$ cat src/rtl/rain_pkg.sv
// Shared types for the rain gauge control path: display sources, button FSM
// states and the 16-bit pulse-count type.
package rain_pkg;

   typedef logic [15:0] pulse_t;

   typedef enum logic [1:0] {
      MODE_TOTAL = 2'd0,
      MODE_RATE  = 2'd1,
      MODE_PEAK  = 2'd2
   } display_mode_t;

   typedef enum logic [2:0] {
      IDLE     = 3'd0,
      PRESS_DB = 3'd1,
      HELD     = 3'd2,
      LONG     = 3'd3,
      REL_DB   = 3'd4
   } btn_state_t;

   // Display source rotation on each short press; 3 is never produced.
   function automatic display_mode_t next_mode(input display_mode_t mode);
      case (mode)
         MODE_TOTAL: next_mode = MODE_RATE;
         MODE_RATE:  next_mode = MODE_PEAK;
         default:    next_mode = MODE_TOTAL;
      endcase
   endfunction

endpackage

$ cat src/rtl/rain_button.sv
// Start/Adjust button: two-flop synchroniser plus debounce / hold FSM that
// produces one-cycle short_press and long_press strobes.
module rain_button
   import rain_pkg::*;
#(
   parameter int DEBOUNCE_CYCLES   = 16,
   parameter int LONG_PRESS_CYCLES = 1024
) (
   input  logic Clock,
   input  logic nReset,
   input  logic nButton,
   output logic short_press,
   output logic long_press
);

   localparam int CNT_MAX = (LONG_PRESS_CYCLES > DEBOUNCE_CYCLES) ? LONG_PRESS_CYCLES : DEBOUNCE_CYCLES;
   localparam int CNT_W   = $clog2(CNT_MAX) + 1;
   localparam logic [CNT_W-1:0] DB_PRE  = CNT_W'(DEBOUNCE_CYCLES - 2);
   localparam logic [CNT_W-1:0] DB_LAST = CNT_W'(DEBOUNCE_CYCLES - 1);
   localparam logic [CNT_W-1:0] LP_LAST = CNT_W'(LONG_PRESS_CYCLES - 1);

   logic             sync1;
   logic             btn_s;
   btn_state_t       state;
   logic [CNT_W-1:0] cnt;
   logic             short_q;

   always_ff @(posedge Clock or negedge nReset) begin
      if (!nReset) begin
         sync1 <= 1'b1;
         btn_s <= 1'b1;
      end else begin
         sync1 <= nButton;
         btn_s <= sync1;
      end
   end

   // The sample that causes a transition counts toward the next window, so a
   // full press debounces in DEBOUNCE_CYCLES samples and holds for LONG_PRESS_CYCLES.
   always_ff @(posedge Clock or negedge nReset) begin
      if (!nReset) begin
         state   <= IDLE;
         cnt     <= '0;
         short_q <= 1'b0;
      end else begin
         case (state)
            IDLE: begin
               if (!btn_s) begin
                  state <= PRESS_DB;
                  cnt   <= '0;
               end
            end
            PRESS_DB: begin
               if (btn_s) begin
                  state <= IDLE;
               end else if (cnt == DB_PRE) begin
                  state <= HELD;
                  cnt   <= '0;
               end else begin
                  cnt <= cnt + 1'b1;
               end
            end
            HELD: begin
               if (btn_s) begin
                  state   <= REL_DB;
                  short_q <= 1'b1;
                  cnt     <= CNT_W'(1);
               end else if (cnt == LP_LAST) begin
                  state <= LONG;
               end else begin
                  cnt <= cnt + 1'b1;
               end
            end
            LONG: begin
               if (btn_s) begin
                  state   <= REL_DB;
                  short_q <= 1'b0;
                  cnt     <= CNT_W'(1);
               end
            end
            REL_DB: begin
               if (!btn_s) begin
                  cnt <= '0;
               end else if (cnt == DB_LAST) begin
                  state <= IDLE;
               end else begin
                  cnt <= cnt + 1'b1;
               end
            end
            default: state <= IDLE;
         endcase
      end
   end

   // Strobes mark the transition cycle so the consumer acts on the same edge.
   assign short_press = (state == REL_DB) && btn_s && (cnt == DB_LAST) && short_q;
   assign long_press  = (state == HELD) && !btn_s && (cnt == LP_LAST);

endmodule

$ cat src/rtl/rain_controller.sv
// Rain gauge control: display-mode register, Tick-window rate/peak sampling,
// clear strobe generation and the registered display mux.
module rain_controller
   import rain_pkg::*;
#(
   parameter int DEBOUNCE_CYCLES   = 16,
   parameter int LONG_PRESS_CYCLES = 1024
) (
   input  logic        Clock,
   input  logic        nReset,
   input  logic        nButton,
   input  logic        Tick,
   input  logic [15:0] total_rain_pulses,
   output logic        nClear,
   output logic [1:0]  display_mode,
   output logic [15:0] rate_pulses,
   output logic [15:0] peak_pulses,
   output logic [15:0] display_pulses
);

   logic          short_press;
   logic          long_press;
   display_mode_t mode_q;
   pulse_t        snapshot;
   pulse_t        new_rate;

   rain_button #(
      .DEBOUNCE_CYCLES   (DEBOUNCE_CYCLES),
      .LONG_PRESS_CYCLES (LONG_PRESS_CYCLES)
   ) u_button (
      .Clock       (Clock),
      .nReset      (nReset),
      .nButton     (nButton),
      .short_press (short_press),
      .long_press  (long_press)
   );

   // Modulo-2^16 subtraction handles wrap of the gauge total.
   assign new_rate     = total_rain_pulses - snapshot;
   assign display_mode = mode_q;

   always_ff @(posedge Clock or negedge nReset) begin
      if (!nReset) begin
         nClear         <= 1'b1;
         mode_q         <= MODE_TOTAL;
         snapshot       <= '0;
         rate_pulses    <= '0;
         peak_pulses    <= '0;
         display_pulses <= '0;
      end else begin
         nClear <= ~long_press;
         if (short_press)
            mode_q <= next_mode(mode_q);
         // A clear cycle takes priority and swallows a coincident Tick.
         if (!nClear) begin
            snapshot    <= '0;
            rate_pulses <= '0;
            peak_pulses <= '0;
         end else if (Tick) begin
            snapshot    <= total_rain_pulses;
            rate_pulses <= new_rate;
            if (new_rate > peak_pulses)
               peak_pulses <= new_rate;
         end
         case (mode_q)
            MODE_RATE: display_pulses <= rate_pulses;
            MODE_PEAK: display_pulses <= peak_pulses;
            default:   display_pulses <= total_rain_pulses;
         endcase
      end
   end

endmodule

$ cat config.mk
export PLATFORM = sky130hd
export DESIGN_NAME = rain_controller
export DESIGN_NICKNAME = d
export VERILOG_FILES = /design/src/rtl/rain_pkg.sv /design/src/rtl/rain_button.sv /design/src/rtl/rain_controller.sv
export SDC_FILE = /design/constraint.sdc
export NUM_CORES = 1
export LEC_CHECK = 0
export CELL_PAD_IN_SITES_DETAIL_PLACEMENT = 1
export CELL_PAD_IN_SITES_GLOBAL_PLACEMENT = 2
export CORE_UTILIZATION = 35
export CTS_CLUSTER_SIZE = 28
export DETAILED_ROUTE_END_ITERATION = 7
export GPL_ROUTABILITY_DRIVEN = 0
export PLACE_DENSITY_LB_ADDON = 0.12
export SLEW_MARGIN = 25
export SYNTH_ARGS = -nofsm -noshare
export SYNTH_HDL_FRONTEND = slang
export SYNTH_SLANG_ARGS = --single-unit
$ cat constraint.sdc
create_clock -name Clock -period 4.8 [get_ports Clock]
set_input_delay 0.96 -clock Clock [delete_from_list [all_inputs] [get_ports Clock]]
set_output_delay 0.96 -clock Clock [all_outputs]
set_load 0.01 [all_outputs]
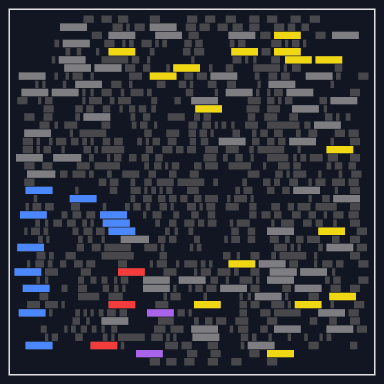
(run_1/ff_map.png)
(3 px per µm) Other sequential cells in the stronger grey, the rest of the logic in the fainter grey.
| name in the netlist | colour | placed flops |
|---|---|---|
| `display_mode` | purple | 2 |
| `u_button.cnt` | blue | 11 |
| `rate_pulses` | yellow | 16 |
| `u_button.state` | red | 3 |
not coloured: 52
register area: 2110 µm²
fin util: 0.478

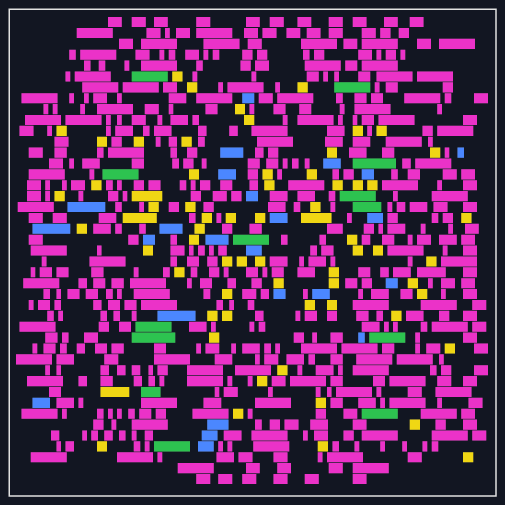
(run_1/sizing.png)
(4 px per µm)
| size | colour | cells |
|---|---|---|
| x2 | blue | 24 |
| x3 and x4 | yellow | 66 |
| x6 and larger | green | 13 |
| x1 and smaller | magenta | 530 |
area added between synthesis and finish: 33.1%
Non-clock buffers: 131
Final WS setup: 0.234 ns
post-route cell area: 6640 µm²

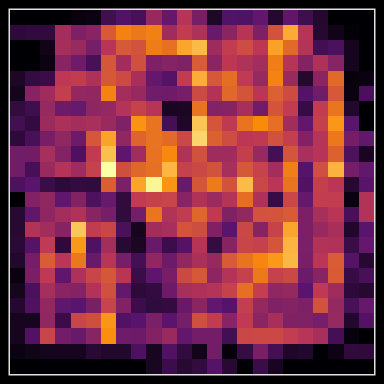
(run_1/route_heat.png)
(3 px per µm) The die is cut into 24 by 24 equal tiles; black is low, pale yellow is high, scaled to the fullest tile. Values are wire area over tile area, all layers added.
nearly empty tiles: 6.4%
fullest tile: 0.44
densest ninth of the die: middle
GRT Total Usage: 0.226
via count: 4323

==> impl_metrics.json, run 1 <==
{
  "drt_pre_antenna_iters": 4,
  "worst_hold_startpoint": "u_button.sync1",
  "hold_viol_final": 0,
  "yosysChipArea_um2": 4980,
  "avgViaCountPerCell": 5.32,
  "first_pass_grt_wire_length_um": 25100,
  "synthMuxAreaShare": 0.0487,
  "finalMaxSlewViolations": 0,
  "clock_power_share": 0.237,
  "tool_warnings": 30,
  "combinational_power_mw": 1.39,
  "p_seq_mw": 1.05,
  "critical-path-top-delay-family": "AND-OR/OR-AND gates",
  "setup.worst_path.end_class": "flip-flop",
  "combinational_share_of_power": 0.434,
  "cp.arrival_ns": 4.80,
  "syn-instance-count": 509,
  "report.final.setup_viol": 0,
  "rr_worst_depth": 16,
  "timing.setup.tns_ns": 0,
  "number_of_antenna_violating_nets_in_the_routed_design": 0,
  "simple_gate_area_frac": 0.146,
  "dieHeight_um": 121,
  "synth.area.top_cells": "sky130_fd_sc_hd__dfrtp_1 41%, sky130_fd_sc_hd__ha_1 9.3%, sky130_fd_sc_hd__nor2_1 4.9%",
  "final_cells": 813,
  "post-route-drc-count": 0,
  "layout_top_cell_excl_fill_tap": "sky130_fd_sc_hd__dfrtp_1",
  "p_int_mw": 2.03,
  "synth_flop_count": 84,
  "switchingPower_mw": 1.17,
  "wl_um": 15400,
  "worst_setup_path_start_kind": "input pin",
  "fp_util": 0.359,
  "detail_route.iter0.violations": 184,
  "syn_area_um2": 4980,
  "total_power_mw": 3.20,
  "switching_fraction_of_total_power": 0.365,
  "p_leak_nw": 3.06,
  "yosysCellCount": 509,
  "clk_path_buf_depth": 2,
  "timing.critical_path.slowest_stage_cell": "sky130_fd_sc_hd__clkdlybuf4s50_1",
  "power_density_nw_per_um2": 482,
  "fillCellCount": 1585,
  "tightestPinTransition_ns": 0.888,
  "crit_chain": "clkdlybuf4s50_1 > inv_1 > ha_1 > buf_4 > nor2b_1 > o2111ai_1 > buf_4 > a21boi_1 > a41oi_1 > xnor2_2 > ha_1 > nand4_2 > nor4_4 > a21boi_2 > a2111o_1 > and3_1 > buf_4 > a22o_1",
  "num_rows": 43,
  "worst_setup_path_category": "in2reg",
  "critPathMostFrequentCell": "sky130_fd_sc_hd__buf_4",
  "power_leader": "combinational cells",
  "number_of_gates_on_the_worst_path_with_buffers_counted": 18,
  "antennaDiodeCount": 0,
  "dpl.hpwl_um": 11300,
  "enable_flop_cells": 0,
  "worst_ir_drop_vdd_v": 0.000220,
  "fp.dieW_um": 121,
  "drive_above_1_share": 0.163,
  "grt_overflow": 0,
  "rr_endpoint": "peak_pulses[2]",
  "clock-skew-final_ns": 0.00680,
  "htreeDepth": 3,
  "worstHoldPathType": "reg2reg",
  "max_slew_margin": 0.408,
  "antenna_violations_before_repair": 0,
  "cp_data_required_time_ns": 5.04,
  "post_synth_fa_ha_maj_area_fraction": 0.0969,
  "detailed_place.area_um2": 6270,
  "power_frac_seq": 0.329,
  "ys_async_sr_fraction": 1.00,
  "cts_resized": 0,
  "clock.fmax_mhz": 219,
  "clock_sink_count": 84,
  "worst_stage_delay_on_the_critical_path_ns": 0.48,
  "largest_net_degree_at_the_start_of_global_routing": 44,
  "synth.yosys.warnings": 0,
  "final.min_clock_period_ns": 4.57,
  "final_nets": 686,
  "critPathLaunch": "total_rain_pulses[0]",
  "cts_inserted_buffers": 9,
  "path_max_fanout": 7,
  "grt_pass1_vias": 4745,
  "yosys-top-cells-count": "81 x sky130_fd_sc_hd__dfrtp_1, 65 x sky130_fd_sc_hd__nor2_1, 37 x sky130_fd_sc_hd__ha_1, 37 x sky130_fd_sc_hd__inv_1, 31 x sky130_fd_sc_hd__a21oi_1",
  "most_common_cell": "sky130_fd_sc_hd__dfrtp_1",
  "min_delay_worst_endpoint": "u_button.btn_s",
  "avgSynthCellArea_um2": 9.79,
  "ys_sh_aoi": 0.202,
  "synth_nets": 567,
  "cp_num_buf_inv": 5,
  "yosys-dominant-comb-family": "AND-OR/OR-AND gates",
  "design.portCount": 71,
  "run_status": "finished, final reports clean",
  "r2r-start": "snapshot[0]",
  "maxCapViolations": 0,
  "floorplan.die_area_um2": 14700,
  "hold_ws_ns": 0.357,
  "clk_latency_ns": 0.35,
  "cts-root-buf": "sky130_fd_sc_hd__clkbuf_16",
  "capture_point_of_the_critical_path": "peak_pulses[2]",
  "cts-hold-fix-buffers": 0,
  "netlist.area_leader.share": 0.407,
  "floorplan.core_area_um2": 13900,
  "finalCritPeriodShare": 0.951,
  "ff_type": "sky130_fd_sc_hd__dfrtp_1",
  "synth.yosys.seq_area_share": 0.422,
  "dp.cells": 797,
  "avgRoutedWirePerCell_um": 18.9,
  "cts.repair_timing.setup_buffer_count": 0,
  "yosysUniqueCellTypes": 70
}
[run 1: sequential cells by signal (all words and copies together), names as in the netlist]
signal / count
u_button.btn_s: 1
peak_pulses: 16
snapshot: 16
u_button.short_q: 1
u_button.state: 3
rate_pulses: 16
display_pulses: 16
u_button.cnt: 11
u_button.sync1: 1
nClear: 1
display_mode: 2
[run 1: layer usage]
layer	share of wire	vias to the layer above	track usage
li1	-	2057	-
met1	0.46	2167	0.291
met2	0.49	75	0.381
met3	0.029	24	0.0268
met4	0.024	0	0.0934
met5	0	-	0
[run 1: area by class of cell]
class	instances	area (µm²)	area share
Timing Repair Buffer	131	1160	0.175
Multi-Input combinational cell	364	2680	0.404
Clock inverter	4	72.6	0.0109
Inverter	38	143	0.0215
Tap cell	180	225	0.0339
Sequential cell	84	2110	0.317
Clock buffer	12	246	0.0371
==> run 2, diff against run 1 <==
--- a/config.mk
+++ b/config.mk
@@ -5,6 +5,7 @@
 export SDC_FILE = /design/constraint.sdc
 export NUM_CORES = 1
 export LEC_CHECK = 0
+export ABC_CLOCK_PERIOD_IN_PS = 4800
 export CELL_PAD_IN_SITES_DETAIL_PLACEMENT = 1
 export CELL_PAD_IN_SITES_GLOBAL_PLACEMENT = 2
 export CORE_UTILIZATION = 35
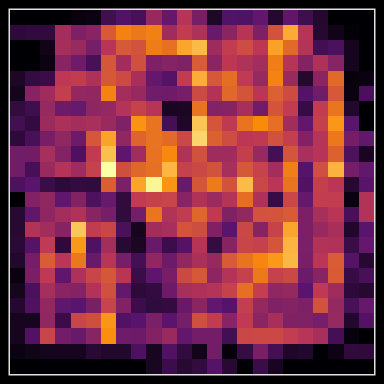
(run_2/route_heat.png)
(3 px per µm) The die is cut into 24 by 24 equal tiles; black is low, pale yellow is high, scaled to the fullest tile. Values are wire area over tile area, all layers added.
nearly empty tiles: 6.4%
tiles over half the peak: 29%
densest ninth of the die: middle
average detailed-routed wire length per instance: 18.9 µm
overall routed net length: 15400 µm

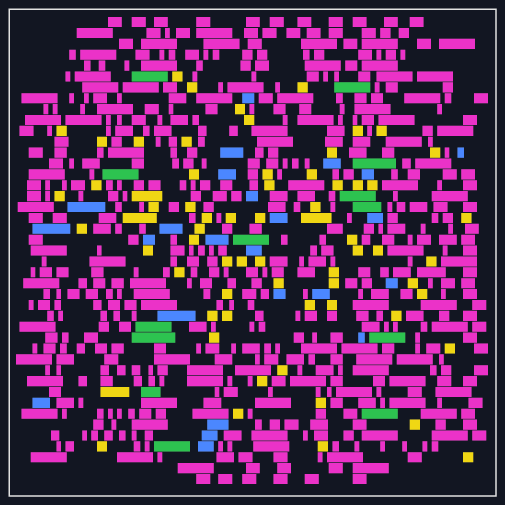
(run_2/sizing.png)
(4 px per µm)
| size | colour | cells |
|---|---|---|
| x6 and larger | green | 13 |
| x1 and smaller | magenta | 530 |
| x2 | blue | 24 |
| x3 and x4 | yellow | 66 |

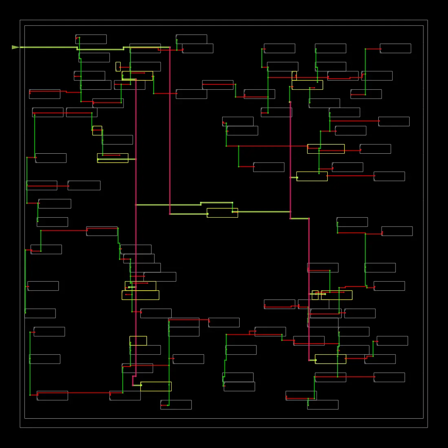
(run_2/clock_nets.png)
clk sink count: 84
Seq Cell Count: 84
skew final: 0.00680 ns
number of clock buffers in the layout: 12
clock latency on the worst-skew pair: 0.35 ns

==> impl_metrics.json, run 2 <==
{
  "comb_cells": 364,
  "dp.cells": 797,
  "cp_num_buf_inv": 5,
  "final.min_clock_period_ns": 4.57,
  "ys_sh_aoi": 0.202,
  "syn_area_um2": 4980,
  "maxCapViolations": 0,
  "cts_inserted_buffers": 9,
  "yosys-dominant-comb-family": "AND-OR/OR-AND gates",
  "max_slew_margin": 0.408,
  "clock_power_share": 0.237,
  "worst_stage_delay_on_the_critical_path_ns": 0.48,
  "fp_util": 0.359,
  "synthMuxAreaShare": 0.0487,
  "synth.yosys.seq_area_share": 0.422,
  "avgViaCountPerCell": 5.32,
  "cts_resized": 0,
  "synth_flop_count": 84,
  "cts.repair_timing.setup_buffer_count": 0,
  "number_of_gates_on_the_worst_path_with_buffers_counted": 18,
  "synth_nets": 567,
  "xor_area_frac": 0.0334,
  "switching_fraction_of_total_power": 0.365,
  "power_frac_seq": 0.329,
  "post_synth_fa_ha_maj_area_fraction": 0.0969,
  "hold_ws_ns": 0.357,
  "enable_flop_cells": 0,
  "drive_above_1_share": 0.163,
  "switchingPower_mw": 1.17,
  "grt_overflow": 0,
  "grt_pass1_vias": 4745,
  "htreeDepth": 3,
  "worstHoldPathType": "reg2reg",
  "antennaDiodeCount": 0,
  "path_max_fanout": 7,
  "logic_area_um2": 2680,
  "report.final.setup_viol": 0,
  "floorplan.core_area_um2": 13900,
  "tightestPinTransition_ns": 0.888,
  "timing.setup.tns_ns": 0,
  "grt_total_usage": 0.226,
  "most_common_cell": "sky130_fd_sc_hd__dfrtp_1",
  "final.setup.worst_slack_ns": 0.234,
  "netlist.area_leader.share": 0.407,
  "first_pass_grt_wire_length_um": 25100,
  "ff_type": "sky130_fd_sc_hd__dfrtp_1",
  "finalMaxSlewViolations": 0,
  "fillCellCount": 1585,
  "rsz0062_at_grt": "no",
  "cp_data_required_time_ns": 5.04,
  "flop_area_um2": 2110,
  "buf_share": 0.175,
  "clock_net_power_mw": 0.759,
  "critPathMostFrequentCell": "sky130_fd_sc_hd__buf_4",
  "reg2reg_slack_ns": 0.94,
  "worst_setup_path_start_kind": "input pin",
  "rr_endpoint": "peak_pulses[2]",
  "combinational_share_of_power": 0.434,
  "tool_warnings": 30,
  "nonClockInverterCount": 38,
  "worst_setup_path_category": "in2reg",
  "drt_pre_antenna_iters": 4,
  "rr_worst_depth": 16,
  "power_leader": "combinational cells",
  "fp.dieW_um": 121,
  "timing.critical_path.slowest_stage_cell": "sky130_fd_sc_hd__clkdlybuf4s50_1",
  "floorplan.die_area_um2": 14700,
  "n_tap_cell": 180,
  "clock_area_frac": 0.0481,
  "dpl.hpwl_um": 11300,
  "ys_async_sr_fraction": 1.00,
  "largest_net_degree_at_the_start_of_global_routing": 44,
  "final_nets": 686,
  "post-place-ws_ns": -0.226,
  "simple_gate_area_frac": 0.146,
  "clkSlewWorstSetupHoldPaths_ns": 0.06,
  "layout_top_cell_excl_fill_tap": "sky130_fd_sc_hd__dfrtp_1",
  "cts-root-buf": "sky130_fd_sc_hd__clkbuf_16",
  "num_rows": 43,
  "clk_path_buf_depth": 2,
  "routed-via-count": 4323,
  "clock.fmax_mhz": 219,
  "p_leak_nw": 3.06,
  "seq_area_frac": 0.317,
  "total_power_mw": 3.20,
  "final_util": 0.478,
  "layout.cells.largest_class": "multi-input combinational cells",
  "critPathLaunch": "total_rain_pulses[0]",
  "syn-instance-count": 509,
  "critical-path-top-delay-family": "AND-OR/OR-AND gates",
  "yosysChipArea_um2": 4980,
  "r2r-start": "snapshot[0]",
  "power_density_nw_per_um2": 482,
  "synth.area.top_cells": "sky130_fd_sc_hd__dfrtp_1 41%, sky130_fd_sc_hd__ha_1 9.3%, sky130_fd_sc_hd__nor2_1 4.9%",
  "top_area_cell": "sky130_fd_sc_hd__dfrtp_1",
  "run_status": "finished, final reports clean",
  "hold_viol_final": 0,
  "antenna_violations_before_repair": 0,
  "place.port_buffers": 70,
  "layout.cells.most_common_list": "81 x sky130_fd_sc_hd__dfrtp_1, 68 x sky130_fd_sc_hd__clkdlybuf4s50_1, 65 x sky130_fd_sc_hd__nor2_1",
  "number_of_antenna_violating_nets_in_the_routed_design": 0,
  "dieHeight_um": 121,
  "synth.yosys.warnings": 0,
  "tritoncts": "built",
  "capture_point_of_the_critical_path": "peak_pulses[2]",
  "final_cells": 813,
  "design.portCount": 71,
  "worst_ir_drop_vdd_v": 0.000220,
  "setup.worst_path.end_class": "flip-flop",
  "yosysUniqueCellTypes": 70,
  "yosysCellCount": 509,
  "post_route_cell_area_um2": 6640,
  "crit_chain": "clkdlybuf4s50_1 > inv_1 > ha_1 > buf_4 > nor2b_1 > o2111ai_1 > buf_4 > a21boi_1 > a41oi_1 > xnor2_2 > ha_1 > nand4_2 > nor4_4 > a21boi_2 > a2111o_1 > and3_1 > buf_4 > a22o_1",
  "detailed_place.area_um2": 6270,
  "p_int_mw": 2.03,
  "cp.arrival_ns": 4.80,
  "combinational_power_mw": 1.39,
  "p_seq_mw": 1.05,
  "cts-hold-fix-buffers": 0,
  "n_all_buffers": 131,
  "post-route-drc-count": 0,
  "yosys-top-cells-count": "81 x sky130_fd_sc_hd__dfrtp_1, 65 x sky130_fd_sc_hd__nor2_1, 37 x sky130_fd_sc_hd__ha_1, 37 x sky130_fd_sc_hd__inv_1, 31 x sky130_fd_sc_hd__a21oi_1",
  "avgSynthCellArea_um2": 9.79,
  "detail_route.iter0.violations": 184,
  "layout-area-overhead-vs-synth_pct": 33.1,
  "comb_area_frac": 0.404,
  "finalCritPeriodShare": 0.951
}
[run 2: cell counts after synthesis]
No cell type changed its count.
[run 2: worst min path at each step]
stage | cells past startpoint | from | endpoint | slack (ns)
after floorplan | 0 | u_button.sync1 | u_button.btn_s | 0.35
after detailed placement | 0 | u_button.sync1 | u_button.btn_s | 0.35
after global routing | 0 | u_button.sync1 | u_button.btn_s | 0.36
after CTS | 0 | u_button.sync1 | u_button.btn_s | 0.36
final | 0 | u_button.sync1 | u_button.btn_s | 0.36
after global placement | 0 | u_button.sync1 | u_button.btn_s | 0.35
[run 2: per-layer routing]
layer / global-route usage / wire [µm] / vias to the layer above
li1: - / - / 2057
met1: 0.291 / 7030 / 2167
met2: 0.381 / 7530 / 75
met3: 0.0268 / 442 / 24
met4: 0.0934 / 363 / 0
met5: 0 / 0 / -
==> run_2/ff_map.png <==
(3 px per µm) Other sequential cells in the stronger grey, the rest of the logic in the fainter grey.
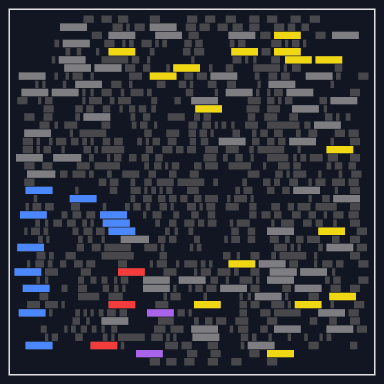

==> run 3, diff against run 2 <==
--- a/config.mk
+++ b/config.mk
@@ -5,7 +5,7 @@
 export SDC_FILE = /design/constraint.sdc
 export NUM_CORES = 1
 export LEC_CHECK = 0
-export ABC_CLOCK_PERIOD_IN_PS = 4800
+export ABC_CLOCK_PERIOD_IN_PS = 5800
 export CELL_PAD_IN_SITES_DETAIL_PLACEMENT = 1
 export CELL_PAD_IN_SITES_GLOBAL_PLACEMENT = 2
 export CORE_UTILIZATION = 35
==> constraint.sdc (replaced) <==
create_clock -name Clock -period 5.8 [get_ports Clock]
set_input_delay 1.74 -clock Clock [delete_from_list [all_inputs] [get_ports Clock]]
set_output_delay 1.74 -clock Clock [all_outputs]
set_load 0.01 [all_outputs]
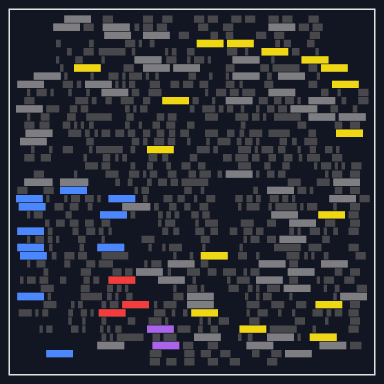
(run_3/ff_map.png)
(3 px per µm) Other sequential cells in the stronger grey, the rest of the logic in the fainter grey.
| name in the netlist | colour | placed flops |
|---|---|---|
| `u_button.cnt` | blue | 11 |
| `u_button.state` | red | 3 |
| `rate_pulses` | yellow | 16 |
| `display_mode` | purple | 2 |
not coloured: 52
fin util: 0.451
sequential portion of the cell area: 0.337
sequential-cell power consumption: 0.868 mW

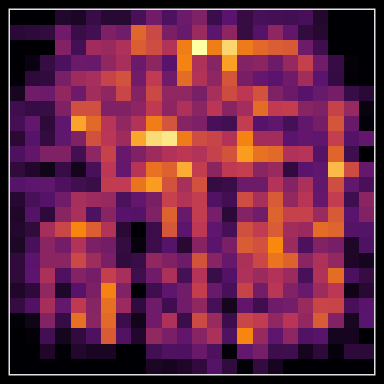
(run_3/route_heat.png)
(3 px per µm) The die is cut into 24 by 24 equal tiles; black is low, pale yellow is high, scaled to the fullest tile. Values are wire area over tile area, all layers added.
overall routed net length: 14500 µm
GRT Total Usage: 0.215

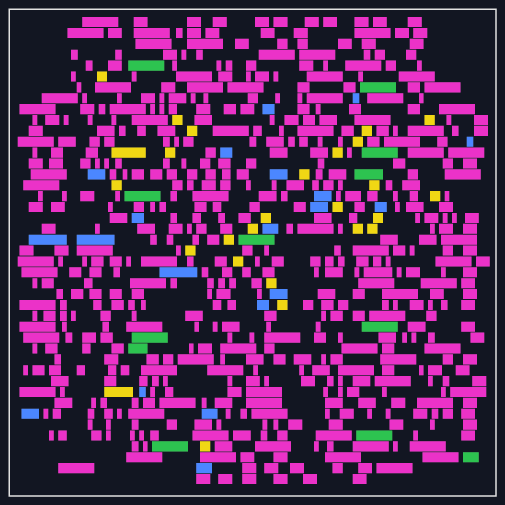
(run_3/sizing.png)
(4 px per µm)
| size | colour | cells |
|---|---|---|
| x2 | blue | 20 |
| x6 and larger | green | 12 |
| x3 and x4 | yellow | 26 |
| x1 and smaller | magenta | 537 |
Final WS setup: 0.364 ns
Non-clock buffers: 93
area added between synthesis and finish: 25.5%
post-route cell area: 6250 µm²

==> impl_metrics.json, run 3 <==
{
  "syn_area_um2": 4980,
  "number_of_gates_on_the_worst_path_with_buffers_counted": 17,
  "cts.repair_timing.setup_buffer_count": 0,
  "xor_area_frac": 0.0334,
  "p_leak_nw": 2.82,
  "num_rows": 43,
  "power_leader": "combinational cells",
  "cp_num_buf_inv": 3,
  "tightestPinTransition_ns": 0.866,
  "top_area_cell": "sky130_fd_sc_hd__dfrtp_1",
  "finalMaxSlewViolations": 0,
  "grt_overflow": 0,
  "r2r-start": "snapshot[1]",
  "largest_net_degree_at_the_start_of_global_routing": 85,
  "p_int_mw": 1.54,
  "final_nets": 648,
  "drive_above_1_share": 0.0975,
  "cts-hold-fix-buffers": 0,
  "yosys-dominant-comb-family": "AND-OR/OR-AND gates",
  "capture_point_of_the_critical_path": "peak_pulses[1]",
  "rr_worst_depth": 16,
  "report.final.setup_viol": 0,
  "synthMuxAreaShare": 0.0487,
  "antenna_violations_before_repair": 0,
  "use_met2": 0.346,
  "hold_ws_ns": 0.357,
  "combinational_share_of_power": 0.429,
  "crit_chain": "clkdlybuf4s50_1 > inv_1 > ha_1 > fa_1 > nor2b_1 > o2111ai_1 > a21boi_2 > nor4_1 > a211oi_1 > ha_1 > nand4_2 > nor4_2 > a21boi_1 > a2111o_1 > and3_1 > buf_4 > a22o_1",
  "avgRoutedWirePerCell_um": 18.7,
  "worst_setup_path_category": "in2reg",
  "netlist.area_leader.share": 0.407,
  "reg2reg_slack_ns": 1.91,
  "fp.dieW_um": 121,
  "routed-via-count": 4172,
  "critPathLaunch": "total_rain_pulses[0]",
  "grtUsageMet3": 0.0254,
  "grt_pass1_vias": 4382,
  "rr_endpoint": "peak_pulses[1]",
  "worstHoldPathType": "reg2reg",
  "synth.yosys.warnings": 0,
  "synth.area.top_cells": "sky130_fd_sc_hd__dfrtp_1 41%, sky130_fd_sc_hd__ha_1 9.3%, sky130_fd_sc_hd__nor2_1 4.9%",
  "final_cells": 775,
  "cts_resized": 0,
  "detail_route.iter0.violations": 185,
  "antennaDiodeCount": 0,
  "worst_hold_startpoint": "u_button.sync1",
  "post-route-drc-count": 0,
  "timing.critical_path.slowest_stage_cell": "sky130_fd_sc_hd__clkdlybuf4s50_1",
  "combinational_power_mw": 1.06,
  "logic_area_um2": 2630,
  "min_delay_worst_endpoint": "u_button.btn_s",
  "avgSynthCellArea_um2": 9.79,
  "yosysCellCount": 509,
  "design.portCount": 71,
  "floorplan.core_area_um2": 13900,
  "cts_inserted_buffers": 9,
  "ff_type": "sky130_fd_sc_hd__dfrtp_1",
  "layout_top_cell_excl_fill_tap": "sky130_fd_sc_hd__dfrtp_1",
  "switching_fraction_of_total_power": 0.376,
  "max_slew_margin": 0.423,
  "cp_data_required_time_ns": 6.04,
  "critPathMostFrequentCell": "sky130_fd_sc_hd__ha_1",
  "post_synth_fa_ha_maj_area_fraction": 0.0969,
  "ys_sh_aoi": 0.202,
  "enable_flop_cells": 0,
  "fp_util": 0.359,
  "tritoncts": "built",
  "ys_async_sr_fraction": 1.00,
  "synth.yosys.seq_area_share": 0.422,
  "number_of_antenna_violating_nets_in_the_routed_design": 0,
  "critical-path-top-delay-family": "AND-OR/OR-AND gates",
  "path_max_fanout": 7,
  "drt_pre_antenna_iters": 4,
  "most_common_cell": "sky130_fd_sc_hd__dfrtp_1",
  "flop_area_um2": 2110,
  "clock.fmax_mhz": 184,
  "synth_flop_count": 84,
  "total_power_mw": 2.46,
  "switchingPower_mw": 0.925,
  "post-place-ws_ns": 0.0228,
  "worst_ir_drop_vdd_v": 0.000157,
  "grt_busiest_layer": "met2",
  "syn-instance-count": 509,
  "use_met1": 0.292,
  "fillCellCount": 1577,
  "tool_warnings": 30,
  "run_status": "finished, final reports clean",
  "avgViaCountPerCell": 5.38,
  "dp.cells": 759,
  "layout.cells.most_common_list": "81 x sky130_fd_sc_hd__dfrtp_1, 68 x sky130_fd_sc_hd__clkdlybuf4s50_1, 65 x sky130_fd_sc_hd__nor2_1"
}
[run 3: netlist changes by cell type in the layout (fill, tap and decap cells not counted), sizes merged]
cell	change
buf	-38
bufinv	-2
clkinv	+1
clkinvlp	+1
[run 3: area by class of cell]
type / count / share of cell area
timing repair buffer: 93 / 0.141
clock buffer: 12 / 0.0394
clock inverter: 4 / 0.00400
multi-input combinational: 364 / 0.420
sequential: 84 / 0.337
tap: 180 / 0.0360
inverter: 38 / 0.0228
[run 3: metal layers]
| layer | part of all wire | vias up |
|---|---|---|
| met5 | 0 | - |
| met1 | 0.48 | 2102 |
| met2 | 0.47 | 60 |
| met3 | 0.028 | 13 |
| li1 | - | 1997 |
| met4 | 0.017 | 0 |
Power figures rest on the tool's default switching activity, not on a simulated workload.
